==> config.mk <==
export PLATFORM = sky130hd
export DESIGN_NAME = conv1_mac_array
export DESIGN_NICKNAME = d
export VERILOG_FILES = /design/src/rtl/conv1_mac_array.sv
export SDC_FILE = /design/constraint.sdc
export NUM_CORES = 2
export LEC_CHECK = 0
export CAP_MARGIN = 20
export CORE_ASPECT_RATIO = 0.6
export CORE_MARGIN = 4
export CORE_UTILIZATION = 50
export DETAILED_ROUTE_END_ITERATION = 10
export PLACE_DENSITY = 0.7
export SETUP_SLACK_MARGIN = 0.15
export SLEW_MARGIN = 20
export SYNTH_ARGS = -nofsm -noshare
export SYNTH_HDL_FRONTEND = slang
export SYNTH_HIERARCHICAL = 1
export SYNTH_SLANG_ARGS = --single-unit
==> constraint.sdc <==
create_clock -name clk -period 21.5 [get_ports clk]
set_input_delay 2.15 -clock clk [delete_from_list [all_inputs] [get_ports clk]]
set_output_delay 2.15 -clock clk [all_outputs]
set_load 0.005 [all_outputs]
==> src/rtl/conv1_mac_array.sv <==
// Layer-1 convolution responder: latches a 6x6 tile, a 5x5 kernel and a bias, then runs
// four parallel MACs over 25 taps to produce a saturated 2x2 output patch.

module conv1_mac_lane #(
  parameter int DATA_SIZE = 8,
  parameter int ACC_W     = 22
) (
  input  logic                        clk,
  input  logic                        rst,
  input  logic                        clr_i,
  input  logic                        en_i,
  input  logic signed [DATA_SIZE-1:0] a_i,
  input  logic signed [DATA_SIZE-1:0] b_i,
  output logic signed [ACC_W-1:0]     acc_o
);
  localparam int PW = 2 * DATA_SIZE;

  logic signed [PW-1:0]    prod;
  logic signed [ACC_W-1:0] acc_q, acc_d;

  assign prod = PW'(a_i) * PW'(b_i);

  always_comb begin
    acc_d = acc_q;
    if (clr_i)     acc_d = '0;
    else if (en_i) acc_d = acc_q + ACC_W'(prod);
  end

  always_ff @(posedge clk or posedge rst) begin
    if (rst) acc_q <= '0;
    else     acc_q <= acc_d;
  end

  assign acc_o = acc_q;
endmodule

module conv1_mac_array #(
  parameter int DATA_SIZE  = 8,
  parameter int OUT_W      = 16,
  parameter int BIAS_SHIFT = 0
) (
  input  logic                   clk,
  input  logic                   rst,
  input  logic                   iwVld,
  input  logic                   imVld,
  input  logic [36*DATA_SIZE-1:0] im,
  input  logic [25*DATA_SIZE-1:0] iw,
  input  logic [DATA_SIZE-1:0]   ib,
  output logic                   convResVld,
  output logic [OUT_W-1:0]       conv1_num1,
  output logic [OUT_W-1:0]       conv1_num2,
  output logic [OUT_W-1:0]       conv1_num3,
  output logic [OUT_W-1:0]       conv1_num4
);
  localparam int NUM_LANES = 4;
  localparam int MAP_DIM   = 6;
  localparam int K_DIM     = 5;
  localparam int MAP_N     = MAP_DIM * MAP_DIM;
  localparam int TAPS      = K_DIM * K_DIM;
  localparam int ACC_W     = 22;
  localparam int SUM_W     = ACC_W + BIAS_SHIFT + 2;
  localparam logic signed [SUM_W-1:0] MAXV = SUM_W'((1 <<< (OUT_W - 1)) - 1);
  localparam logic signed [SUM_W-1:0] MINV = -MAXV - SUM_W'(1);

  typedef enum logic [1:0] {IDLE, CALC, DONE} state_e;

  state_e                               state_q, state_d;
  logic [4:0]                           tap_q, tap_d;
  logic [2:0]                           kr_q, kr_d, kc_q, kc_d;
  logic                                 vld_q, vld_d;
  logic [NUM_LANES-1:0][OUT_W-1:0]      res_q, res_d;
  // Packed so that byte 0 (first on the bus) lands in the top element: byte k = map_q[MAP_N-1-k].
  logic [MAP_N-1:0][DATA_SIZE-1:0]      map_q;
  logic [TAPS-1:0][DATA_SIZE-1:0]       w_q;
  logic signed [DATA_SIZE-1:0]          b_q;
  logic                                 latch, acc_en;
  logic [NUM_LANES-1:0][ACC_W-1:0]      acc;
  logic [NUM_LANES-1:0][OUT_W-1:0]      sat;
  logic [4:0]                           widx;

  assign widx = 5'(TAPS - 1 - int'(tap_q));

  for (genvar n = 0; n < NUM_LANES; n++) begin : g_lane
    localparam int LR = n / 2;
    localparam int LC = n % 2;
    logic [5:0]              midx;
    logic signed [SUM_W-1:0] sum;

    assign midx = 6'(MAP_N - 1 - ((LR + int'(kr_q)) * MAP_DIM + LC + int'(kc_q)));

    conv1_mac_lane #(.DATA_SIZE(DATA_SIZE), .ACC_W(ACC_W)) u_mac (
      .clk   (clk),
      .rst   (rst),
      .clr_i (latch),
      .en_i  (acc_en),
      .a_i   (map_q[midx]),
      .b_i   (w_q[widx]),
      .acc_o (acc[n])
    );

    assign sum    = SUM_W'($signed(acc[n])) + (SUM_W'(b_q) <<< BIAS_SHIFT);
    assign sat[n] = (sum > MAXV) ? OUT_W'(MAXV) :
                    (sum < MINV) ? OUT_W'(MINV) : OUT_W'(sum);
  end

  always_comb begin
    state_d = state_q;
    tap_d   = tap_q;
    kr_d    = kr_q;
    kc_d    = kc_q;
    vld_d   = vld_q;
    res_d   = res_q;
    latch   = 1'b0;
    acc_en  = 1'b0;
    case (state_q)
      IDLE: begin
        if (imVld && iwVld) begin
          latch   = 1'b1;
          tap_d   = '0;
          kr_d    = '0;
          kc_d    = '0;
          state_d = CALC;
        end
      end
      CALC: begin
        // Controller withdrawing imVld aborts silently; old results stay on the outputs.
        if (!imVld) begin
          state_d = IDLE;
        end else if (int'(tap_q) == TAPS) begin
          res_d   = sat;
          vld_d   = 1'b1;
          state_d = DONE;
        end else begin
          acc_en = 1'b1;
          tap_d  = tap_q + 5'd1;
          if (int'(kc_q) == K_DIM - 1) begin
            kc_d = '0;
            kr_d = kr_q + 3'd1;
          end else begin
            kc_d = kc_q + 3'd1;
          end
        end
      end
      DONE: begin
        if (!imVld) begin
          vld_d   = 1'b0;
          state_d = IDLE;
        end
      end
      default: state_d = IDLE;
    endcase
  end

  always_ff @(posedge clk or posedge rst) begin
    if (rst) begin
      state_q <= IDLE;
      tap_q   <= '0;
      kr_q    <= '0;
      kc_q    <= '0;
      vld_q   <= 1'b0;
      res_q   <= '0;
      map_q   <= '0;
      w_q     <= '0;
      b_q     <= '0;
    end else begin
      state_q <= state_d;
      tap_q   <= tap_d;
      kr_q    <= kr_d;
      kc_q    <= kc_d;
      vld_q   <= vld_d;
      res_q   <= res_d;
      if (latch) begin
        map_q <= im;
        w_q   <= iw;
        b_q   <= ib;
      end
    end
  end

  assign convResVld = vld_q;
  assign conv1_num1 = res_q[0];
  assign conv1_num2 = res_q[1];
  assign conv1_num3 = res_q[2];
  assign conv1_num4 = res_q[3];
endmodule

Figure 1. Congestion heat map.
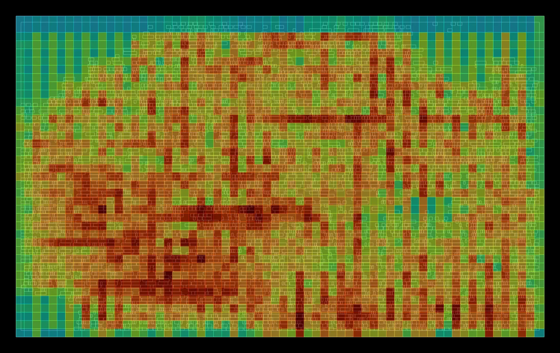
met2 Use GR: 0.4292
Util after Layout: 0.5919
M3 GR Usage: 0.1205
Routed wire per std cell: 23.12 microns
GRT met1 Usage: 0.4267

Figure 2. Signal wires on met2.
Bar = 100 microns.
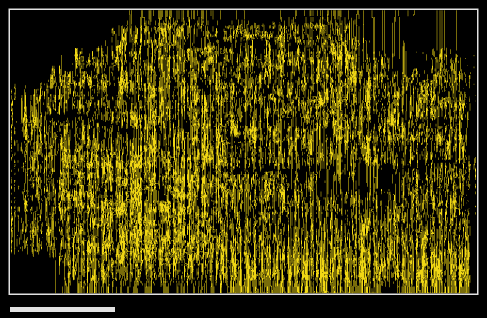
longest straight run: 133 microns
share of all routed wire: 42%
final wirelength: 179,000 microns
via count: 45.61k

==> impl_metrics.py <==
# Metrics from the implementation run
metrics = {
    "final_timing": {
        "slew_headroom": 0.2466,
        "worst_pin_slew_ns": 1.130,
    },
    "final_layout": {
        "regArea_sq_um": 16570,
        "finalNetCount": 7372,
        "largest_class": "multi-input combinational cells",
        "drive_gt1_frac": 0.1082,
    },
    "global_route": {
        "top_usage_layer": "met2",
        "grt_pass1_wl_microns": 276500,
        "grt_pass1_vias": 45920,
    },
    "synth": {
        "ys_dominant_reg_cell": "dfrtp_1",
        "topCellsByArea": "dfrtp_1 (29%), mux4_2 (16%), fa_1 (14%), nand2_1 (11%), ha_1 (6.9%)",
        "syn_nets": 6943,
        "synth_cell_types": 94,
        "synthCells": 5738,
        "ys.warnings.count": 6,
        "yosysTopAreaCell": "dfrtp_1",
        "yosys_cells": 5738,
        "numSynthFlops": 662,
        "edf_count": 0,
        "yosysChipArea_sq_um": 56750,
    },
    "routing": {
        "viasPerCell": 5.889,
        "antenna_left": 0,
        "drtIter0Drc": 4502,
    },
    "status": {
        "status": "finished, final reports clean",
    },
    "cts": {
        "insertion_delay_ns": 0.68,
        "root_buffer": "clkbuf_16",
        "cts_buffers": 70,
        "cts_resized": 0,
        "clk_path_buf_depth": 3,
    },
    "critical_path": {
        "path_class": "reg2reg",
        "cp_max_fo": 69,
    },
    "placed_design": {
        "place_ws_ns": 11.10,
        "dpl.hpwl_microns": 137900,
    },
    "job": {
        "drv_cap": 0,
        "warnings": 56,
    },
    "floorplan": {
        "die_h_microns": 269.0,
        "die_area_sq_um": 119100,
        "io_pins": 565,
    },
}
Figure 3. Gate families picked out.
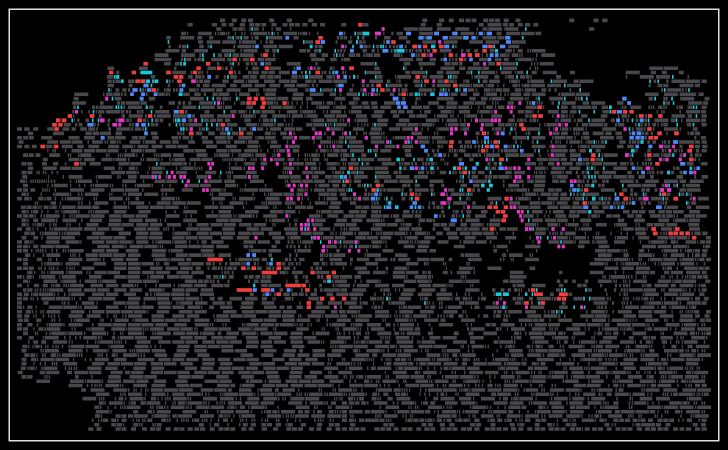
[nor cells] cyan | cells: 298 | most used: nor2_1
[non-inverting ao/oa cells] blue | cells: 128 | most used: a21o_1
[xor and xnor cells] red | cells: 158 | most used: xnor2_1
[and/or cells] magenta | cells: 188 | most used: and2_1
most frequent logic cell in the layout: nand2_1
Non-Filler Instances: 7,746
Comb area share: 0.5653

Figure 4. Metal 3.
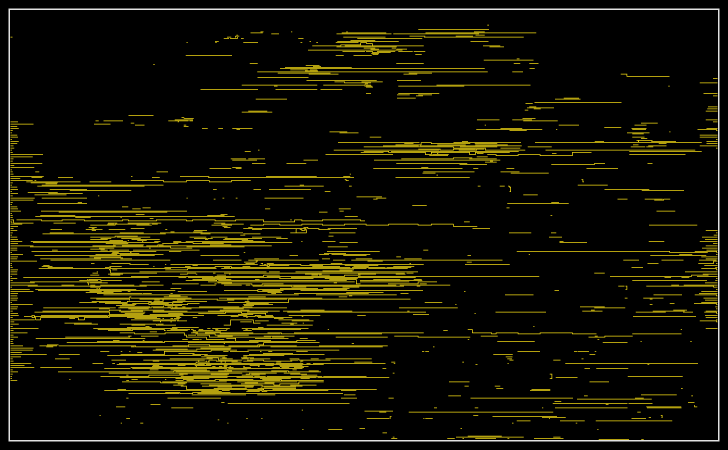
wire length on this layer: 21.5 mm
main direction: horizontal
share of all routed wire: 12%
nets with wire on the layer: 874
longest straight run: 144 microns

## cell usage after synthesis (9+ instances only)
| master | number |
|---|---|
| inv_1 | 452 |
| nor2b_1 | 14 |
| or3_1 | 13 |
| nor3_1 | 19 |
| nand3b_1 | 9 |
| dfrtp_1 | 662 |
| o21bai_1 | 23 |
| o21ai_0 | 104 |
| mux4_2 | 407 |
| nor3b_1 | 11 |
| a21o_1 | 57 |
| o21ai_1 | 21 |
| nand3_1 | 55 |
| a21oi_2 | 11 |
| buf_2 | 20 |
| a31oi_1 | 10 |
| xor2_1 | 52 |
| ha_1 | 311 |
| clkbuf_1 | 206 |
| xnor2_1 | 106 |
| o211ai_1 | 17 |
| o31ai_1 | 9 |
| nor2_1 | 240 |
| o32ai_1 | 15 |
| nand4_1 | 20 |
| nand2b_1 | 48 |
| buf_1 | 35 |
| a221o_1 | 15 |
| o21a_1 | 17 |
| fa_1 | 394 |
| o22ai_1 | 31 |
| a21oi_1 | 176 |
| and2_1 | 136 |
| and3_1 | 16 |
| nand2_1 | 1728 |
| a211oi_1 | 22 |
| mux2i_1 | 82 |
## critical path, cell delays in order (launching register included)
cell and delay (ns):
dfrtp_1 0.47, inv_1 0.16, ha_4 0.46, buf_6 0.67
inv_1 0.29, ha_4 0.68, buf_4 0.65, mux4_2 0.34
mux4_2 0.26, mux2i_1 0.09, o21ai_1 0.54, and2_1 0.87
inv_1 0.14, fa_1 0.51, inv_1 0.05, fa_1 0.48
fa_1 0.56, fa_1 0.44, fa_1 0.45, ha_1 0.34
a21o_1 0.18, a21oi_1 0.21, a21oi_1 0.15, o31a_1 0.35
o211ai_1 0.24, mux2i_1 0.11, or2_1 0.23
## registers in the layout, summed over array words and instances, names as in the netlist
register            flops
convResVld              1
conv1_num4             16
kc_q                    3
w_q                   200
conv1_num1             16
b_q                     8
state_q                 2
conv1_num3             16
kr_q                    3
g_lane.u_mac/acc_o     88
map_q                 288
tap_q                   5
conv1_num2             16
## metrics by stage
| step | util | cell area (sq um) |
|---|---|---|
| finish | 0.5919 | 66490 |
| global placement | 0.5687 | 63880 |
| detailed placement | 0.5687 | 63880 |
| floorplan | - | 56750 |
| CTS | 0.5906 | 66340 |
| global route | 0.5918 | 66480 |
## logic make-up after synthesis
group           Yosys count  share of synthesized area
simple gates           2354                     0.1734
buf+inv                 727                    0.04939
fa+ha+maj               705                     0.2076
flops                   662                     0.2919
compound gates          639                    0.07664
mux                     493                     0.1768
xor+xnor                158                    0.02438
## path summary, 6_finish.rpt
check	endpoint	from	cells past startpoint	slack (ns)
worst max-delay path	g_lane[3].u_mac/acc_o[19]	kr_q[0]	26	11.36
worst min-delay path	w_q[53]	w_q[53]	2	0.47
worst max register to register	g_lane[3].u_mac/acc_o[19]	kr_q[0]	26	11.36
worst min register to register	w_q[53]	w_q[53]	2	0.47
max in group asynchronous	kc_q[0]	rst	5	15.71
min in group asynchronous	conv1_num1[15]	rst	2	2.54
